==> src/rtl/ehl_cg_pkg.sv <==
// Shared definitions for the clock-gate controller: FSM state encodings and timer width.
package ehl_cg_pkg;

    localparam int TIMER_W = 8;

    typedef enum logic [1:0] {
        ST_OFF  = 2'd0,
        ST_WAKE = 2'd1,
        ST_ON   = 2'd2,
        ST_IDLE = 2'd3
    } cg_state_e;

endpackage

==> src/rtl/ehl_cg_timer.sv <==
// 8-bit loadable down counter shared by the wake-settle and idle-hysteresis phases.
module ehl_cg_timer
    import ehl_cg_pkg::*;
(
    input  logic               clk,
    input  logic               reset,
    input  logic               load,
    input  logic [TIMER_W-1:0] load_val,
    input  logic               dec,
    output logic               zero
);

    logic [TIMER_W-1:0] cnt;

    // Load wins over decrement; the count parks at zero instead of wrapping.
    always_ff @(posedge clk) begin
        if (reset) begin
            cnt <= '0;
        end else if (load) begin
            cnt <= load_val;
        end else if (dec && (cnt != '0)) begin
            cnt <= cnt - 1'b1;
        end
    end

    assign zero = (cnt == '0);

endmodule

==> src/rtl/ehl_clk_gate_ctrl.sv <==
// Shared clock-branch gating controller with wake settle and idle hysteresis.
// Optional OFF->WAKE counter on wake_cnt_o when EHL_CLK_GATE_CTRL_STATS_EN is defined.
module ehl_clk_gate_ctrl
    import ehl_cg_pkg::*;
#(
    parameter int TECHNOLOGY  = 0,
    parameter int N_REQ       = 4,
    parameter int WAKE_CYCLES = 2,
    parameter int IDLE_CYCLES = 8
) (
    input  logic             clk,
    input  logic             reset,
    input  logic [N_REQ-1:0] req,
    input  logic             force_on,
    output logic [N_REQ-1:0] ack,
    output logic             gate_en_o,
    output logic [1:0]       state_o,
    output logic             busy_o
`ifdef EHL_CLK_GATE_CTRL_STATS_EN
    ,
    output logic [15:0]      wake_cnt_o
`endif
);

    generate
        if ((TECHNOLOGY < 0) || (N_REQ < 1) || (N_REQ > 16) ||
            (WAKE_CYCLES < 1) || (WAKE_CYCLES > 255) ||
            (IDLE_CYCLES < 1) || (IDLE_CYCLES > 255)) begin : g_bad_param
            $error("ehl_clk_gate_ctrl: parameter out of range");
        end
    endgenerate

    localparam logic [TIMER_W-1:0] WAKE_LOAD = TIMER_W'(WAKE_CYCLES - 1);
    localparam logic [TIMER_W-1:0] IDLE_LOAD = TIMER_W'(IDLE_CYCLES - 1);

    cg_state_e          state_q;
    cg_state_e          state_nxt;
    logic               any_req;
    logic               tmr_load;
    logic [TIMER_W-1:0] tmr_val;
    logic               tmr_dec;
    logic               tmr_zero;

    assign any_req = (|req) | force_on;

    ehl_cg_timer u_timer (
        .clk      (clk),
        .reset    (reset),
        .load     (tmr_load),
        .load_val (tmr_val),
        .dec      (tmr_dec),
        .zero     (tmr_zero)
    );

    // Next state and timer control; every state entry reloads the timer.
    always_comb begin
        state_nxt = state_q;
        tmr_load  = 1'b0;
        tmr_val   = '0;
        tmr_dec   = 1'b0;
        case (state_q)
            ST_OFF: begin
                if (any_req) begin
                    state_nxt = ST_WAKE;
                    tmr_load  = 1'b1;
                    tmr_val   = WAKE_LOAD;
                end
            end
            ST_WAKE: begin
                if (tmr_zero) begin
                    state_nxt = ST_ON;
                    tmr_load  = 1'b1;
                end else begin
                    tmr_dec = 1'b1;
                end
            end
            ST_ON: begin
                if (!any_req) begin
                    state_nxt = ST_IDLE;
                    tmr_load  = 1'b1;
                    tmr_val   = IDLE_LOAD;
                end
            end
            ST_IDLE: begin
                // A request on the expiry edge keeps the clock running.
                if (any_req) begin
                    state_nxt = ST_ON;
                    tmr_load  = 1'b1;
                end else if (tmr_zero) begin
                    state_nxt = ST_OFF;
                    tmr_load  = 1'b1;
                end else begin
                    tmr_dec = 1'b1;
                end
            end
            default: begin
                state_nxt = ST_OFF;
                tmr_load  = 1'b1;
            end
        endcase
    end

    // Outputs are registered from the next state so they align with state_q.
    always_ff @(posedge clk) begin
        if (reset) begin
            state_q   <= ST_OFF;
            gate_en_o <= 1'b0;
            busy_o    <= 1'b0;
            ack       <= '0;
        end else begin
            state_q   <= state_nxt;
            gate_en_o <= (state_nxt != ST_OFF);
            busy_o    <= (state_nxt != ST_OFF);
            ack       <= (state_nxt == ST_ON) ? req : '0;
        end
    end

    assign state_o = state_q;

`ifdef EHL_CLK_GATE_CTRL_STATS_EN
    always_ff @(posedge clk) begin
        if (reset) begin
            wake_cnt_o <= '0;
        end else if ((state_q == ST_OFF) && (state_nxt == ST_WAKE) &&
                     (wake_cnt_o != 16'hFFFF)) begin
            wake_cnt_o <= wake_cnt_o + 16'd1;
        end
    end
`endif

endmodule
==> config.mk <==
export PLATFORM = sky130hd
export DESIGN_NAME = ehl_clk_gate_ctrl
export DESIGN_NICKNAME = d
export VERILOG_FILES = /design/src/rtl/ehl_cg_pkg.sv /design/src/rtl/ehl_cg_timer.sv /design/src/rtl/ehl_clk_gate_ctrl.sv
export SDC_FILE = /design/constraint.sdc
export NUM_CORES = 1
export LEC_CHECK = 0
export CORE_MARGIN = 2
export CORE_UTILIZATION = 35
export DETAILED_ROUTE_END_ITERATION = 10
export GPL_TIMING_DRIVEN = 0
export SLEW_MARGIN = 20
export SYNTH_ARGS = -nofsm -noshare
export SYNTH_HDL_FRONTEND = slang
export SYNTH_HIERARCHICAL = 1
export SYNTH_SLANG_ARGS = --single-unit
==> constraint.sdc <==
create_clock -name clk -period 8.7 [get_ports clk]
set_clock_uncertainty 0.05 [all_clocks]
set_input_delay 1.74 -clock clk [delete_from_list [all_inputs] [get_ports clk]]
set_output_delay 1.74 -clock clk [all_outputs]
set_load 0.02 [all_outputs]
==> flow_summary.json <==
{
  "status": "finished clean",
  "firstDrtPassIters": 4,
  "r2r_start": "u_timer/cnt[2]",
  "ys_sh_aoi_pct": 22.7,
  "ys_chip_area_um2": 866,
  "grt_max_degree": 11,
  "first_global_vias": 693,
  "grt_pass1_wl_um": 2920,
  "cp_top_family": "simple AND/OR/NAND/NOR gates",
  "worstSkewPairLatency_ns": 0.30,
  "cts_buffers": 3,
  "regMostFlops": "u_timer/cnt",
  "critPathKind": "input port to register",
  "n_all_inverters": 5,
  "power_switching_mw": 0.163,
  "critical_path.cell_chain": "clkdlybuf4s50_1, nor2_1, a21boi_0, nor3b_1, or3b_2, nor3_1, mux2i_1, a211oi_1",
  "ys_top_cells_by_area": "dfxtp_1 (35%), nor2_1 (4.3%), a21oi_1 (4.0%)",
  "switching_share_pct": 44.5,
  "cap_violations": 0,
  "ys_ff": 15,
  "postCtsSetupBuffers": 0,
  "clockNetworkAreaShare_pct": 2.53,
  "synth_cell_types": 40,
  "wirelength_um": 1740,
  "slew_viol_final": 0,
  "startpoint_type": "input port",
  "endpoint_kind": "register",
  "grtUsageMet1_pct": 18.3,
  "ys_cells": 97,
  "critPathRequiredTime_ns": 8.86,
  "m1WireLength_um": 828,
  "seq_share_pct": 27.6,
  "largest_reg_flops": 8,
  "final_cell_mix": "dfxtp_1 (15), clkdlybuf4s50_1 (14), nor2_1 (10), a21oi_1 (7), conb_1 (5)",
  "ir_drop_mv": 0.128,
  "nonClkBufAreaFrac_pct": 15.0,
  "dieArea_mm2": 0.00289,
  "wl_met2_um": 810,
  "synthFlopType": "dfxtp_1",
  "initCoreUtil_pct": 35.9,
  "postCtsResizedCells": 0,
  "hpwl_um": 1350,
  "pwr-share-clk_pct": 11.5,
  "worstHoldPathCells": 2,
  "row_count": 18,
  "fmax_mhz": 232,
  "grt_setup_unrepaired": "false",
  "hold_viol": 0,
  "use_met3_pct": 1.67,
  "cp.arrival_ns": 4.46,
  "dp.cells": 145,
  "clockRootBuffer": "clkbuf_4",
  "slew_headroom_pct": 39.4,
  "most_common_cell": "dfxtp_1",
  "postPlaceCellArea_mm2": 0.00106,
  "ioPinCount": 15,
  "mux_area_share_pct": 2.31,
  "hold_class": "register to register",
  "p_comb_share_pct": 57.4,
  "antenna_found_initial": 0,
  "common_cells": "dfxtp_1 (15), nor2_1 (10), a21oi_1 (7)",
  "setup_slack_ns": 4.39,
  "syn_to_final_growth_pct": 25.4,
  "cts_tree": "yes",
  "final_area_mm2": 0.00109,
  "rr_worst_depth": 9,
  "fillers": 238,
  "finalSetupViolCount": 0,
  "crit_slowest_cell": "nor3b_1",
  "num_vias": 758,
  "top_area_cell": "dfxtp_1"
}
**M1 wires**

Bar = 20 um. Supply wires on this layer in grey.
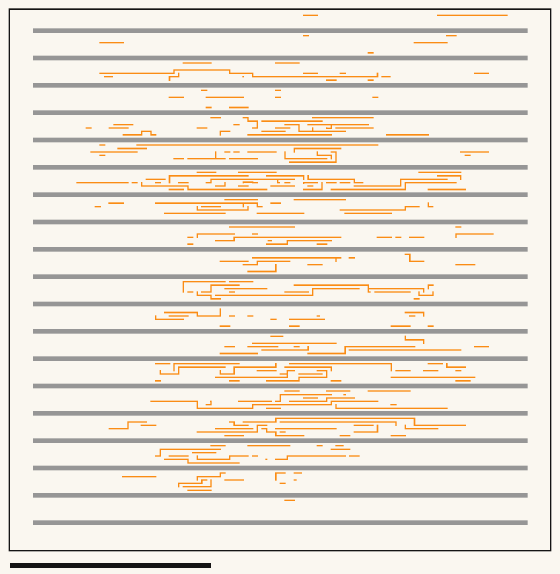
- wire length on this layer: 829 um
- main direction: horizontal
- share of all routed wire: 48%
- longest straight run: 23.9 um
- nets with wire on the layer: 120

**Met2 routing**

Bar = 20 um.
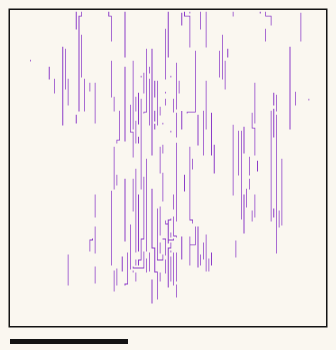
- wire length on this layer: 811 um
- share of all routed wire: 46%
- longest straight run: 23.5 um
- main direction: vertical
- nets with wire on the layer: 104

**The metal 3 layer**

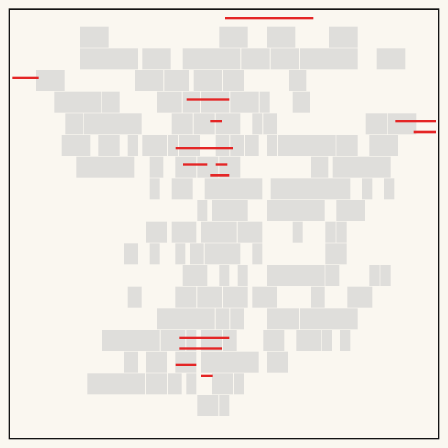
- nets with wire on the layer: 11
- wire length on this layer: 54.7 um
- longest straight run: 10.8 um
- share of all routed wire: 3.1%

**Clock distribution**

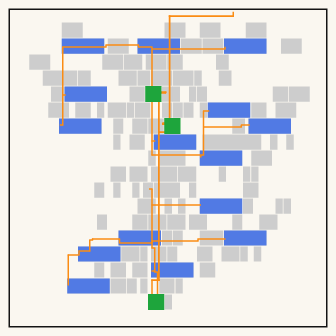
- green: clock-net drivers (count 3)
- orange: clock wires (length 227 um)
- blue: flip-flops (count 15)
- routed clock nets: 4

Power figures rest on the tool's default switching activity, not on a simulated workload.
